**src/rtl/control_fsm.sv**
```systemverilog
// Multi-cycle MIPS main control unit: FETCH/DECODE/EXECUTE/MEMORY/WRITEBACK walk plus retired-instruction counter.
// Define CONTROL_FSM_ILLEGAL_TRAP_EN to trap on unsupported opcodes; otherwise they retire as 3-cycle NOPs.
module control_fsm #(
  parameter int unsigned OPCODE_WIDTH = 6,
  parameter int unsigned RETIRE_WIDTH = 32
) (
  input  logic                    cu_clk,
  input  logic                    cu_rst,
  input  logic                    cu_i_en,
  input  logic [OPCODE_WIDTH-1:0] cu_i_opcode,
  output logic                    cu_o_ce,
  output logic                    cu_o_RegDst,
  output logic                    cu_o_RegWrite,
  output logic                    cu_o_ALUSrc,
  output logic                    cu_o_Branch,
  output logic                    cu_o_MemRead,
  output logic                    cu_o_MemWrite,
  output logic                    cu_o_MemtoReg,
  output logic                    cu_o_Jump,
  output logic                    cu_o_busy,
  output logic [2:0]              cu_o_state,
  output logic [RETIRE_WIDTH-1:0] cu_o_retired,
  output logic                    cu_o_illegal
);

  localparam logic [OPCODE_WIDTH-1:0] OP_RTYPE = OPCODE_WIDTH'(6'b000000);
  localparam logic [OPCODE_WIDTH-1:0] OP_LW    = OPCODE_WIDTH'(6'b100011);
  localparam logic [OPCODE_WIDTH-1:0] OP_SW    = OPCODE_WIDTH'(6'b101011);
  localparam logic [OPCODE_WIDTH-1:0] OP_BEQ   = OPCODE_WIDTH'(6'b000100);
  localparam logic [OPCODE_WIDTH-1:0] OP_ADDI  = OPCODE_WIDTH'(6'b001000);
  localparam logic [OPCODE_WIDTH-1:0] OP_J     = OPCODE_WIDTH'(6'b000010);

  typedef enum logic [2:0] {
    S_IDLE      = 3'd0,
    S_FETCH     = 3'd1,
    S_DECODE    = 3'd2,
    S_EXECUTE   = 3'd3,
    S_MEMORY    = 3'd4,
    S_WRITEBACK = 3'd5,
    S_TRAP      = 3'd6
  } state_e;

  state_e                  state_q, state_d;
  logic [OPCODE_WIDTH-1:0] opcode_q, opcode_d;
  logic [RETIRE_WIDTH-1:0] retired_q, retired_d;
  logic                    retire;

`ifdef CONTROL_FSM_ILLEGAL_TRAP_EN
  function automatic logic op_legal(input logic [OPCODE_WIDTH-1:0] op);
    return (op == OP_RTYPE) || (op == OP_LW) || (op == OP_SW) ||
           (op == OP_BEQ) || (op == OP_ADDI) || (op == OP_J);
  endfunction
`endif

  // State, latched opcode and retire counter
  always_ff @(posedge cu_clk) begin
    if (!cu_rst) begin
      state_q   <= S_IDLE;
      opcode_q  <= '0;
      retired_q <= '0;
    end else begin
      state_q   <= state_d;
      opcode_q  <= opcode_d;
      retired_q <= retired_d;
    end
  end

  // Next-state; the opcode is only captured on the DECODE->EXECUTE edge
  always_comb begin
    state_d  = state_q;
    opcode_d = opcode_q;
    retire   = 1'b0;
    unique case (state_q)
      S_IDLE:   if (cu_i_en) state_d = S_FETCH;
      S_FETCH:  state_d = S_DECODE;
      S_DECODE: begin
`ifdef CONTROL_FSM_ILLEGAL_TRAP_EN
        if (op_legal(cu_i_opcode)) begin
          state_d  = S_EXECUTE;
          opcode_d = cu_i_opcode;
        end else begin
          state_d  = S_TRAP;
        end
`else
        state_d  = S_EXECUTE;
        opcode_d = cu_i_opcode;
`endif
      end
      S_EXECUTE: begin
        if (opcode_q == OP_LW || opcode_q == OP_SW)          state_d = S_MEMORY;
        else if (opcode_q == OP_RTYPE || opcode_q == OP_ADDI) state_d = S_WRITEBACK;
        else                                                  retire  = 1'b1;
      end
      S_MEMORY: begin
        if (opcode_q == OP_LW) state_d = S_WRITEBACK;
        else                   retire  = 1'b1;
      end
      S_WRITEBACK: retire = 1'b1;
`ifdef CONTROL_FSM_ILLEGAL_TRAP_EN
      S_TRAP:      state_d = S_TRAP;
`endif
      default:     state_d = S_IDLE;
    endcase
    if (retire) state_d = cu_i_en ? S_FETCH : S_IDLE;
    retired_d = retire ? retired_q + RETIRE_WIDTH'(1) : retired_q;
  end

  // Moore output decode from state and latched opcode
  always_comb begin
    cu_o_ce       = 1'b0;
    cu_o_RegDst   = 1'b0;
    cu_o_RegWrite = 1'b0;
    cu_o_ALUSrc   = 1'b0;
    cu_o_Branch   = 1'b0;
    cu_o_MemRead  = 1'b0;
    cu_o_MemWrite = 1'b0;
    cu_o_MemtoReg = 1'b0;
    cu_o_Jump     = 1'b0;
    if (state_q == S_EXECUTE || state_q == S_MEMORY || state_q == S_WRITEBACK) begin
      cu_o_ALUSrc = (opcode_q == OP_LW) || (opcode_q == OP_SW) || (opcode_q == OP_ADDI);
      cu_o_RegDst = (opcode_q == OP_RTYPE);
    end
    unique case (state_q)
      S_FETCH:     cu_o_ce = 1'b1;
      S_EXECUTE: begin
        cu_o_Branch = (opcode_q == OP_BEQ);
        cu_o_Jump   = (opcode_q == OP_J);
      end
      S_MEMORY: begin
        cu_o_MemRead  = (opcode_q == OP_LW);
        cu_o_MemWrite = (opcode_q == OP_SW);
      end
      S_WRITEBACK: begin
        cu_o_RegWrite = 1'b1;
        cu_o_MemtoReg = (opcode_q == OP_LW);
      end
      default: ;
    endcase
  end

  assign cu_o_busy    = (state_q != S_IDLE);
  assign cu_o_state   = state_q;
  assign cu_o_retired = retired_q;
`ifdef CONTROL_FSM_ILLEGAL_TRAP_EN
  assign cu_o_illegal = (state_q == S_TRAP);
`else
  assign cu_o_illegal = 1'b0;
`endif

endmodule

```
**config.mk**
```make
export PLATFORM = sky130hd
export DESIGN_NAME = control_fsm
export DESIGN_NICKNAME = d
export VERILOG_FILES = /design/src/rtl/control_fsm.sv
export SDC_FILE = /design/constraint.sdc
export NUM_CORES = 1
export LEC_CHECK = 0
export CELL_PAD_IN_SITES_DETAIL_PLACEMENT = 1
export CELL_PAD_IN_SITES_GLOBAL_PLACEMENT = 1
export CORE_MARGIN = 3
export CORE_UTILIZATION = 32
export CTS_CLUSTER_DIAMETER = 40
export DETAILED_ROUTE_END_ITERATION = 8
export GPL_ROUTABILITY_DRIVEN = 0
export PLACE_DENSITY_LB_ADDON = 0.12
export SYNTH_ARGS = -nofsm -noshare
export SYNTH_HDL_FRONTEND = slang
export SYNTH_SLANG_ARGS = --single-unit
```
**constraint.sdc**
```tcl
create_clock -name cu_clk -period 2.1 [get_ports cu_clk]
set_input_delay 0.315 -clock cu_clk [delete_from_list [all_inputs] [get_ports cu_clk]]
set_output_delay 0.315 -clock cu_clk [all_outputs]
set_load 0.01 [all_outputs]
```
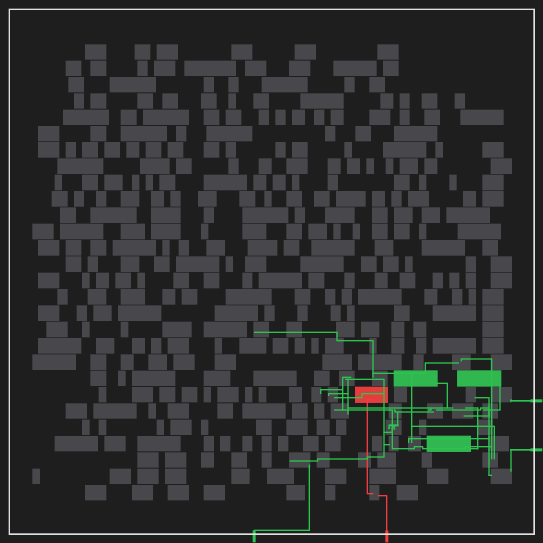
Figure 1: run 1, nets reached from selected ports.
Scale: 6 px per um.
[cu_o_MemWrite] red | direction: output | edge: south | end cells: 1 | buffers: 1 | wire: 24.8 um
[cu_o_state] green | direction: output | edge: 2 east, 1 south | end cells: 3 | buffers: 7 | wire: 327 um

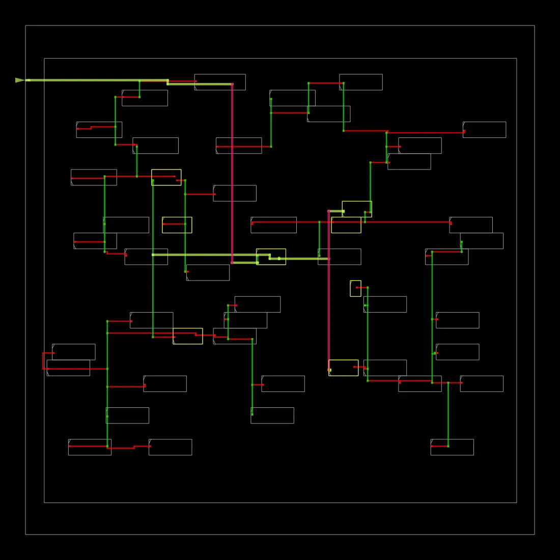
Figure 2: run 1, clock nets.
total CTS buffers: 5
count of sequential standard cells: 41

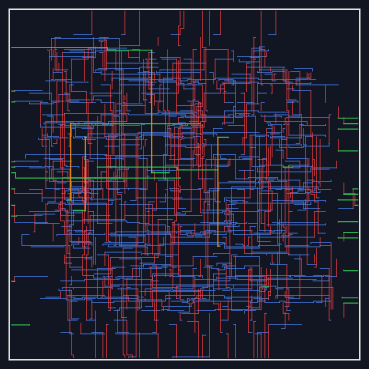
Figure 3: run 1, routed metal, one color a layer.
Scale: 4 px per um.
[M2] red | wire length: 3140 um
[M4] orange | wire length: 95.2 um
[M1] blue | wire length: 3340 um
[M3] green | wire length: 219 um
overall track demand over capacity in global routing: 18.7%
Post-Route WL: 6.80 mm
total number of vias: 2291

==> GITHUB_STEP_SUMMARY, run 1 <==
### Metrics collected by this job

| Metric | Value |
|---|---|
| Cells along the critical path | nand4_1 -> or4b_4 -> or3_4 -> or4_4 -> a21oi_2 |
| Proportion of synthesized area in mux cells | 3.79% |
| Detail-routed net length per standard cell | 16.3 um |
| Leading area contributor after synthesis | sky130_fd_sc_hd__dfxtp_1 |
| Area of all placed cells without fillers | 3160 sq um |
| Top cells, area | sky130_fd_sc_hd__dfxtp_1 (39%), sky130_fd_sc_hd__a21oi_1 (6.6%), sky130_fd_sc_hd__or4_1 (4.3%) |
| Leakage | 0.00111 uW |
| Capturing element type of the critical path | flip-flop |
| Post-synthesis cell type with the largest instance count | sky130_fd_sc_hd__dfxtp_1 |
| Maximum number of pins on one net before global-route repair | 27 |
| Flop area | 836 sq um |
| Outcome | finished clean |
| Setup total negative slack | 0 ns |
| Transition time at the pin with the least slew margin | 0.548 ns |
| Crit path DRT | 2.33 ns |
| Share of cells above drive strength 1 | 23.0% |
| First DRT Iteration DRCs | 71 |
| Slew margin rel. | 63.4% |
| Die Footprint | around 7600 sq um |
| Die Width | 87.2 um |
| Cell total in the yosys stat output | 255 |
| Power drawn by the combinational cells | 484 uW |
| CP top delay family | simple AND/OR/NAND/NOR gates |
| Total buffers and inverters traversed by the critical path | 0 |
| Area of the mapped netlist | 2110 sq um |
| Total cell area reported by yosys after synthesis | 2110 sq um |
| Routed Antenna Nets | 0 |
| EDFF count, synth | 0 |
| Starting utilization of the core area | about a third |
| AND-OR/OR-AND share of the synthesized area | 18.7% |
| Sequential cell area fraction in the yosys report | 38.9% |
| Switching part of the total | 29.1% |
| Ant diodes | 0 |
| Vias in the first global route | 2255 |
| Power spent charging and discharging nets | 554 uW |
| Delay of the slowest cell on the worst path | 0.55 ns |
| # fillers | between 700 and 800 |
| Max FO, Critical Path | 3 |
| Per-cell via count in the routed design | 5.48 |
| Number of placed I/O pins | 55 |
| Proportion of power drawn by the clock network | a little under a third |
| Commonest Layout Cell | sky130_fd_sc_hd__clkdlybuf4s50_1 |
| Share of the synthesized netlist area taken by xor and xnor gates | under 10% |
| Kind of start point of the critical path | flip-flop |
| Area Growth Syn to Fin | 49.5% |
| Count of clock tree sinks | 41 |
| Post-detailed-placement cell area | 2980 sq um |
| Classification of the worst setup path | flip-flop to flip-flop |
| Count of state elements after synthesis | 41 |
| Internal power summed over all cells | 1350 uW |
| Buffer cell driving the clock tree root | sky130_fd_sc_hd__clkbuf_8 |
| Fin. max-slew vios | 0 |
| Signal arrival time at the worst endpoint | 2.25 ns |
| Top non-seq family | simple AND/OR/NAND/NOR gates |
| Antenna violations before repair | 0 |
| Number of distinct library cell variants in the gate-level netlist after synthesis | 45 |
| Max-capacitance violation count | 0 |
| Hold bufs inserted after CTS | 0 |
| Share of total power in combinational logic | between 20% and 30% |
| Vertical die size | roughly 87 um |
| Synth Flop Type | sky130_fd_sc_hd__dfxtp_1 |
| Adder Area Share | 0.592% |
| Skew final | 0.00948 ns |
| Count of mapped cells out of synthesis | 255 |
| Number of cell rows | 28 |
| Hold Path Class | flip-flop to flip-flop |
| Late-Pin Clk Latency | 0.30 ns |
| Number of H-tree levels | 2 |
| Number of remaining DRC errors | 0 |
| Final critical delay including setup and external delays | around 2 ns |
| Peak supply drop | 0.382 mV |
| Net count entering floorplan | 265 |
| Endpoints failing setup | 0 |
| Cell at the slowest stage of the critical path | sky130_fd_sc_hd__or4b_4 |
| Port Buf Inserts | 53 |
| Clock tree from TritonCTS | done |
| DPL Wire Length | 4.92 mm |
[run 1: path summary, 6_finish.rpt]
kind | start | slack, ns | cells past startpoint | to
worst min-delay path | cu_o_retired[31] | 0.51 | 2 | cu_o_retired[31]
worst max-delay path | cu_o_retired[22] | 0.08 | 5 | cu_o_retired[29]
worst max register to register | cu_o_retired[22] | 0.08 | 5 | cu_o_retired[29]
worst min register to register | cu_o_retired[31] | 0.51 | 2 | cu_o_retired[31]
[run 1: worst min-delay path: stages, from the launching register on]
cell and delay [ns]:
sky130_fd_sc_hd__dfxtp_1 0.33, sky130_fd_sc_hd__nand2_1 0.06, sky130_fd_sc_hd__mux2i_1 0.06
[run 1: final cells by class]
class / count / share of cell area [%]
Multi-Input combinational cell: 192 / 39.3
Timing Repair Buffer: 94 / 27.1
Sequential cell: 41 / 26.5
Clock buffer: 7 / 3.05
Tap cell: 75 / 2.97
Inverter: 8 / 0.951
Clock inverter: 1 / 0.159
[run 1: state kept, by name, indices dropped and copies added (netlist names)]
register	count
cu_o_retired	32
cu_o_state	3
opcode_q	6
[run 1: per-layer routing]
metal	global-route usage (%)	share of wire, %	routed length, um
met1	24.9	49	3340
met2	30.5	46	3140
met3	4.54	3.2	219
met4	4.60	1.4	95
met5	0	0	0
[run 1: per-stage QoR]
step | hold WS [ns] | utilization, % | instances
3_3_place_gp | 0.473 | 48.3 | 405
2_1_floorplan | 0.432 | - | 255
6_report | 0.506 | 51.2 | 418
5_1_grt | 0.545 | 51.2 | 418
4_1_cts | 0.510 | 50.1 | 413
3_5_place_dp | 0.498 | 48.3 | 405
[run 1: what timing repair did]
action / CTS / global route
setup buffers: 0 / 5
endpoints found under the hold margin: 0 / 0
gates cloned: 0 / 0
pin swaps: 0 / 8
setup endpoints to repair: 7 / 18
resized: 9 / 21
Figure 4. Gate-type map (run 1).
Scale: 4 px per um.
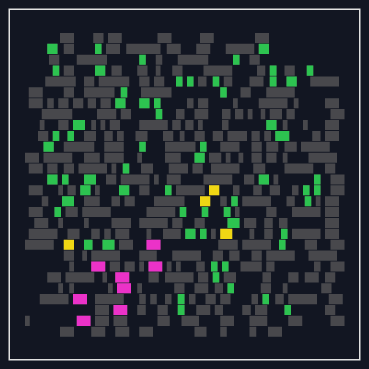

## Run 2: what changed since run 1
CORE_MARGIN = default   (was 3)
CORE_UTILIZATION = 34   (was 32)
PLACE_DENSITY_LB_ADDON = 0.1   (was 0.12)
clock period = 2.4 ns   (was 2.1 ns; I/O delays follow)
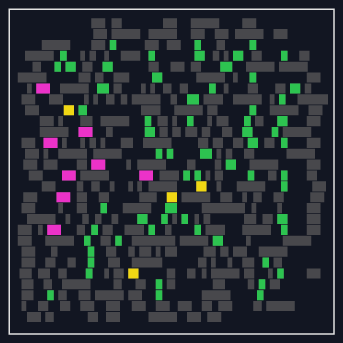
Figure 5: run 2, gate-type map.
Scale: 4 px per um.
[aoi and oai cells] green | cells: 62
[mux cells] magenta | cells: 8 | where: west
[non-inverting ao/oa cells] yellow | cells: 4
Final Non-Filler Cells: 394
fraction of area in multi-input gates: 40.8%

==> run 2 against run 1 <==
Design area shrank 6.5%. Synthesized cell count unchanged. Utilization shrank 1.6 points. First-iteration DRC count increased by 66%. Combinational power decreased by 21%. Highest routed layer unchanged. Critical path type is now flip-flop to output port. Clock power grew 18%. Cell count fell by 5.7%.
==> GITHUB_STEP_SUMMARY, run 2 <==
### Metrics collected by this job

| Metric | Value |
|---|---|
| Max FO, Critical Path | 5 (was 3) |
| Launch instance of the worst register-to-register path | cu_o_retired[16] (was cu_o_retired[22]) |
| Adder Area Share | 0.592% (unchanged) |
| Buffer cell driving the clock tree root | sky130_fd_sc_hd__clkbuf_8 (unchanged) |
| Number of distinct library cell variants in the gate-level netlist after synthesis | 45 (unchanged) |
| CP endpoint | cu_o_RegDst (was cu_o_retired[29]) |
| Routed Antenna Nets | 0 (unchanged) |
| Leakage | 0.000955 uW (was 0.00111 uW) |
| Setup slack of the most critical reg-to-reg path | 0.12 ns (was 0.08 ns) |
| Total number of vias | 2190 (was 2291) |
| Vertical die size | 80.8 um (was 87.2 um) |
| Top non-seq family | simple AND/OR/NAND/NOR gates (unchanged) |
| Per-cell via count in the routed design | 5.56 (was 5.48) |
| Total CTS buffers | 5 (unchanged) |
| Share of the synthesized netlist area taken by xor and xnor gates | 2.90% (unchanged) |
| Number of flip-flops under the largest register name | 32 (unchanged) |
| Delay of the slowest cell on the worst path | 0.60 ns (was 0.55 ns) |
| Net count entering floorplan | 265 (unchanged) |
| Slew margin rel. | 54.5% (was 63.4%) |
| Area of all placed cells without fillers | 2950 sq um (was 3160 sq um) |
| Setup total negative slack | 0 ns (unchanged) |
| Setup repair bufs after CTS | 0 (unchanged) |
| Outcome | finished clean (unchanged) |
| Worst R2R End | cu_o_retired[29] (unchanged) |
| Area of the mapped netlist | 2110 sq um (unchanged) |
| Detail-routed net length per standard cell | 16.2 um (was 16.3 um) |
| First DRT Iteration DRCs | 118 (was 71) |
| Port Buf Inserts | 53 (unchanged) |
| Min Hold Slack | 0.479 ns (was 0.506 ns) |
| Flop area | 822 sq um (was 836 sq um) |
| Die Width | 80.8 um (was 87.2 um) |
| Sequential cell area fraction in the yosys report | 38.9% (unchanged) |
| Die Footprint | 6530 sq um (was 7610 sq um) |
| Cells along the critical path | or3_1 -> nor3_1 -> clkdlybuf4s50_1 (was nand4_1 -> or4b_4 -> or3_4 -> or4_4 -> a21oi_2) |
| Total cell area reported by yosys after synthesis | 2110 sq um (unchanged) |
| Top cells, area | sky130_fd_sc_hd__dfxtp_1 (39%), sky130_fd_sc_hd__a21oi_1 (6.6%), sky130_fd_sc_hd__or4_1 (4.3%) (unchanged) |
==> run 2: final cells by class <==
type / count / area share [%]
Multi-Input combinational cell: 192 / 40.8
Sequential cell: 41 / 27.9
Timing Repair Buffer: 70 / 22.6
Tap cell: 75 / 3.18
Clock buffer: 5 / 2.33
Clock inverter: 3 / 2.20
Inverter: 8 / 1.02
==> run 2: power by group <==
| part | internal (uW) | switching (uW) | total [uW] |
|---|---|---|---|
| clock network | 414 | 267 | 680 |
| logic | 195 | 189 | 384 |
| registers | 716 | 44.8 | 761 |
==> run 2: repair_timing <==
action | 4_1_cts | 5_1_grt
hold endpoints to repair | 0 | 0
setup endpoints to repair | 3 | 1
gates resized | 3 | 2
==> run 2: per-layer routing <==
layer	routed length, um	track usage, %	part of all wire (%)	up-vias
met1	3000	27.1	47	1058
met4	82	6.43	1.3	0
met2	3070	34.4	48	49
met3	233	4.27	3.6	7
met5	0	0	0	-
li1	-	-	-	1076
==> run 2: how the worst min path moves through the flow <==
stage,from,endpoint,slack [ns],depth (start not counted)
after floorplan,cu_rst,cu_o_retired[28],0.48,1
after global placement,cu_o_retired[31],cu_o_retired[31],0.47,2
final,cu_o_retired[31],cu_o_retired[31],0.48,2
after detailed placement,cu_o_retired[31],cu_o_retired[31],0.47,2
after CTS,cu_o_retired[31],cu_o_retired[31],0.48,2
after global routing,cu_o_retired[31],cu_o_retired[31],0.53,2
==> run 2: worst max-delay path, delay by kind of cell, from the launching register on <==
family,cells,cell delay (ns)
buffers and inverters,1,0.60
AND/OR/NAND/NOR,2,0.70
flip-flops,1,0.35
==> run 2: cell families after synthesis <==
group,count (synthesis)
AND-OR/OR-AND,66
XOR/XNOR,7
adder cells (fa/ha/maj),1
buffers and inverters,22
flip-flops,41
multiplexers,8
other,1
AND/OR/NAND/NOR,109
Figure 6. Routed metal, one color a layer (run 2).
Scale: 4 px per um.
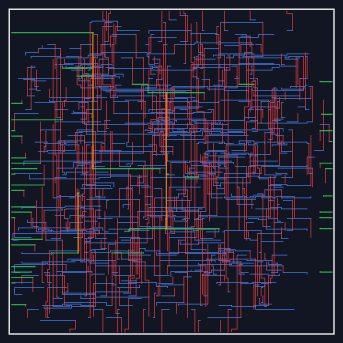

## Run 3: what changed since run 2
CAP_MARGIN = 15   (was default)
clock period = 2.9 ns   (was 2.4 ns; I/O delays follow)
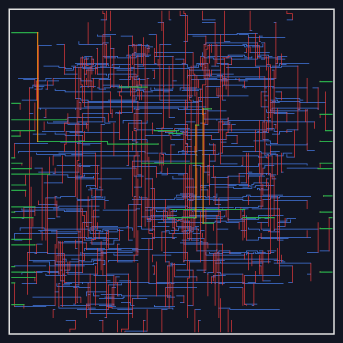
Figure 7: run 3, routed metal, one color a layer.
Scale: 4 px per um.
[M3] green | wire length: 222 um
[M2] red | wire length: 2640 um
[M4] orange | wire length: 78.9 um
[M1] blue | wire length: 2890 um
overall track demand over capacity in global routing: 18.8%
total number of vias: 2109

==> run 3 against run 2 <==
Flip-flop count stayed put. Sequential power is 15% lower. Clock power is 43% lower. Die area stayed put. Critical path depth is 1 higher. Area after synthesis stayed put. Design area is 5.8% lower. First-iteration DRC count is 43% lower. Highest routed layer unchanged.
==> GITHUB_STEP_SUMMARY, run 3 <==
### Metrics collected by this job

| Metric | Value |
|---|---|
| Outcome | finished clean (unchanged) |
| Net count entering floorplan | 265 (unchanged) |
| Routed Antenna Nets | 0 (unchanged) |
| Fin. max-slew vios | 0 (unchanged) |
| Maximum number of pins on one net before global-route repair | 38 (was 26) |
| Count of state elements after synthesis | 41 (unchanged) |
| Number of H-tree levels | 2 (unchanged) |
| Number of resized instances in the post-cts repair step | 0 (was 3) |
| Total CTS buffers | 5 (unchanged) |
| Clock tree from TritonCTS | done (unchanged) |
| Area Growth Syn to Fin | 31.6% (was 39.8%) |
| Transition time at the pin with the least slew margin | 0.702 ns (was 0.683 ns) |
| Ant diodes | 0 (unchanged) |
| Buffer cell driving the clock tree root | sky130_fd_sc_hd__clkbuf_8 (unchanged) |
| Final Non-Filler Cells | 378 (was 394) |
| Top cells, area | sky130_fd_sc_hd__dfxtp_1 (39%), sky130_fd_sc_hd__a21oi_1 (6.6%), sky130_fd_sc_hd__or4_1 (4.3%) (unchanged) |
| Vias in the first global route | 1984 (was 2135) |
| Post-detailed-placement cell area | 2690 sq um (was 2820 sq um) |
| Number of flip-flops under the largest register name | 32 (unchanged) |
| Antenna violations before repair | 0 (unchanged) |
| Setup total negative slack | 0 ns (unchanged) |
| Max-capacitance violation count | 0 (unchanged) |
| Late-Pin Clk Latency | 0.29 ns (was 0.31 ns) |
| Skew final | 0.00408 ns (was 0.00967 ns) |
| Capturing element type of the critical path | output port (unchanged) |
| Area of the mapped netlist | 2110 sq um (unchanged) |
| Starting utilization of the core area | 35.5% (unchanged) |
| Leakage | 0.000838 uW (was 0.000955 uW) |
| Util after Layout | 46.7% (was 49.6%) |
| Commonest Layout Cell | sky130_fd_sc_hd__clkdlybuf4s50_1 (unchanged) |
| Classification of the worst setup path | flip-flop to output port (unchanged) |
| Total buffers and inverters traversed by the critical path | 1 (unchanged) |
| Detail-routed net length per standard cell | 15.4 um (was 16.2 um) |
| Delay of the slowest cell on the worst path | 0.61 ns (was 0.60 ns) |
| Setup repair bufs after CTS | 0 (unchanged) |
| Number of placed I/O pins | 55 (unchanged) |
| Cell total in the yosys stat output | 255 (unchanged) |
| Synth Flop Type | sky130_fd_sc_hd__dfxtp_1 (unchanged) |
| Die Footprint | 6530 sq um (unchanged) |
| Crit path DRT | 2.47 ns (was 2.04 ns) |
| Kind of start point of the critical path | flip-flop (unchanged) |
| Area of all placed cells without fillers | 2780 sq um (was 2950 sq um) |
| Slew margin rel. | 52.8% (was 54.5%) |
| Final critical delay including setup and external delays | 2.66 ns |
| Min Hold Slack | 0.477 ns (was 0.479 ns) |
| Endpoints failing setup | 0 (unchanged) |
| Count of clock tree sinks | 41 (unchanged) |
| Peak supply drop | 0.278 mV (was 0.298 mV) |
| Vertical die size | 80.8 um (unchanged) |
| Placed insts | 371 (was 386) |
| EDFF count, synth | 0 (unchanged) |
| Leading area contributor after synthesis | sky130_fd_sc_hd__dfxtp_1 (unchanged) |
| Number of distinct library cell variants in the gate-level netlist after synthesis | 45 (unchanged) |
| # fillers | 751 (was 760) |
| Total cell area reported by yosys after synthesis | 2110 sq um (unchanged) |
| Share of cells above drive strength 1 | 5.28% (was 11.0%) |
| Die Width | 80.8 um (unchanged) |
| Signal arrival time at the worst endpoint | 2.22 ns (was 1.94 ns) |
| Max FO, Critical Path | 5 (unchanged) |
| Cell at the slowest stage of the critical path | sky130_fd_sc_hd__clkdlybuf4s50_1 (unchanged) |
| Number of remaining DRC errors | 0 (unchanged) |
run 3: layout make-up:
class | count | area share [%]
Tap cell | 75 | 3.38
Inverter | 8 | 1.08
Multi-Input combinational cell | 192 | 43.3
Timing Repair Buffer | 55 | 19.6
Sequential cell | 41 | 29.5
Clock buffer | 7 | 3.11
run 3: power by group:
part / internal (uW) / switching [uW] / total (uW)
clock network: 189 / 198 / 387
logic: 141 / 125 / 266
registers: 591 / 56.1 / 647
total: 921 / 379 / 1300
run 3: routing by layer:
layer	GRT usage (%)	vias up	wire length, um
li1	-	1050	-
met1	25.8	1003	2890
met2	29.7	49	2640
met3	3.03	7	222
met4	6.61	0	78
met5	0	-	0
run 3: cell families (layout without fill, tap and decap cells):
| family | Yosys count | after routing | synth area share [%] |
|---|---|---|---|
| AND/OR/NAND/NOR | 109 | 109 | 30.7 |
| AND-OR/OR-AND | 66 | 66 | 18.7 |
| flip-flops | 41 | 41 | 38.9 |
| buffers and inverters | 22 | 70 | 4.21 |
| multiplexers | 8 | 8 | 3.79 |
| XOR/XNOR | 7 | 7 | 2.90 |
| adder cells (fa/ha/maj) | 1 | 1 | 0.592 |
| other | 1 | 1 | 0.178 |
run 3: worst paths after layout:
| kind | end | startpoint | slack (ns) | cells after the start |
|---|---|---|---|---|
| max | cu_o_MemWrite | opcode_q[2] | 0.24 | 4 |
| min | cu_o_retired[31] | cu_o_retired[31] | 0.48 | 2 |
| min reg2reg | cu_o_retired[31] | cu_o_retired[31] | 0.48 | 2 |
| max reg2reg | cu_o_retired[25] | cu_o_state[0] | 0.58 | 5 |

## Gallery

Sequential cells grouped by signal name.
Scale: 3 px per um.
picture 1
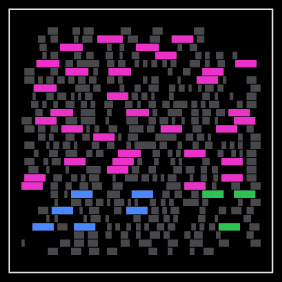
picture 2
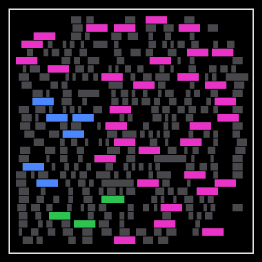
picture 3
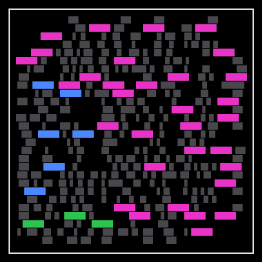
- picture 2 = run 2
- picture 1 = run 1
- picture 3 = run 3
The one with the largest die is picture 1.

Power is estimated from default activity; no workload was simulated.
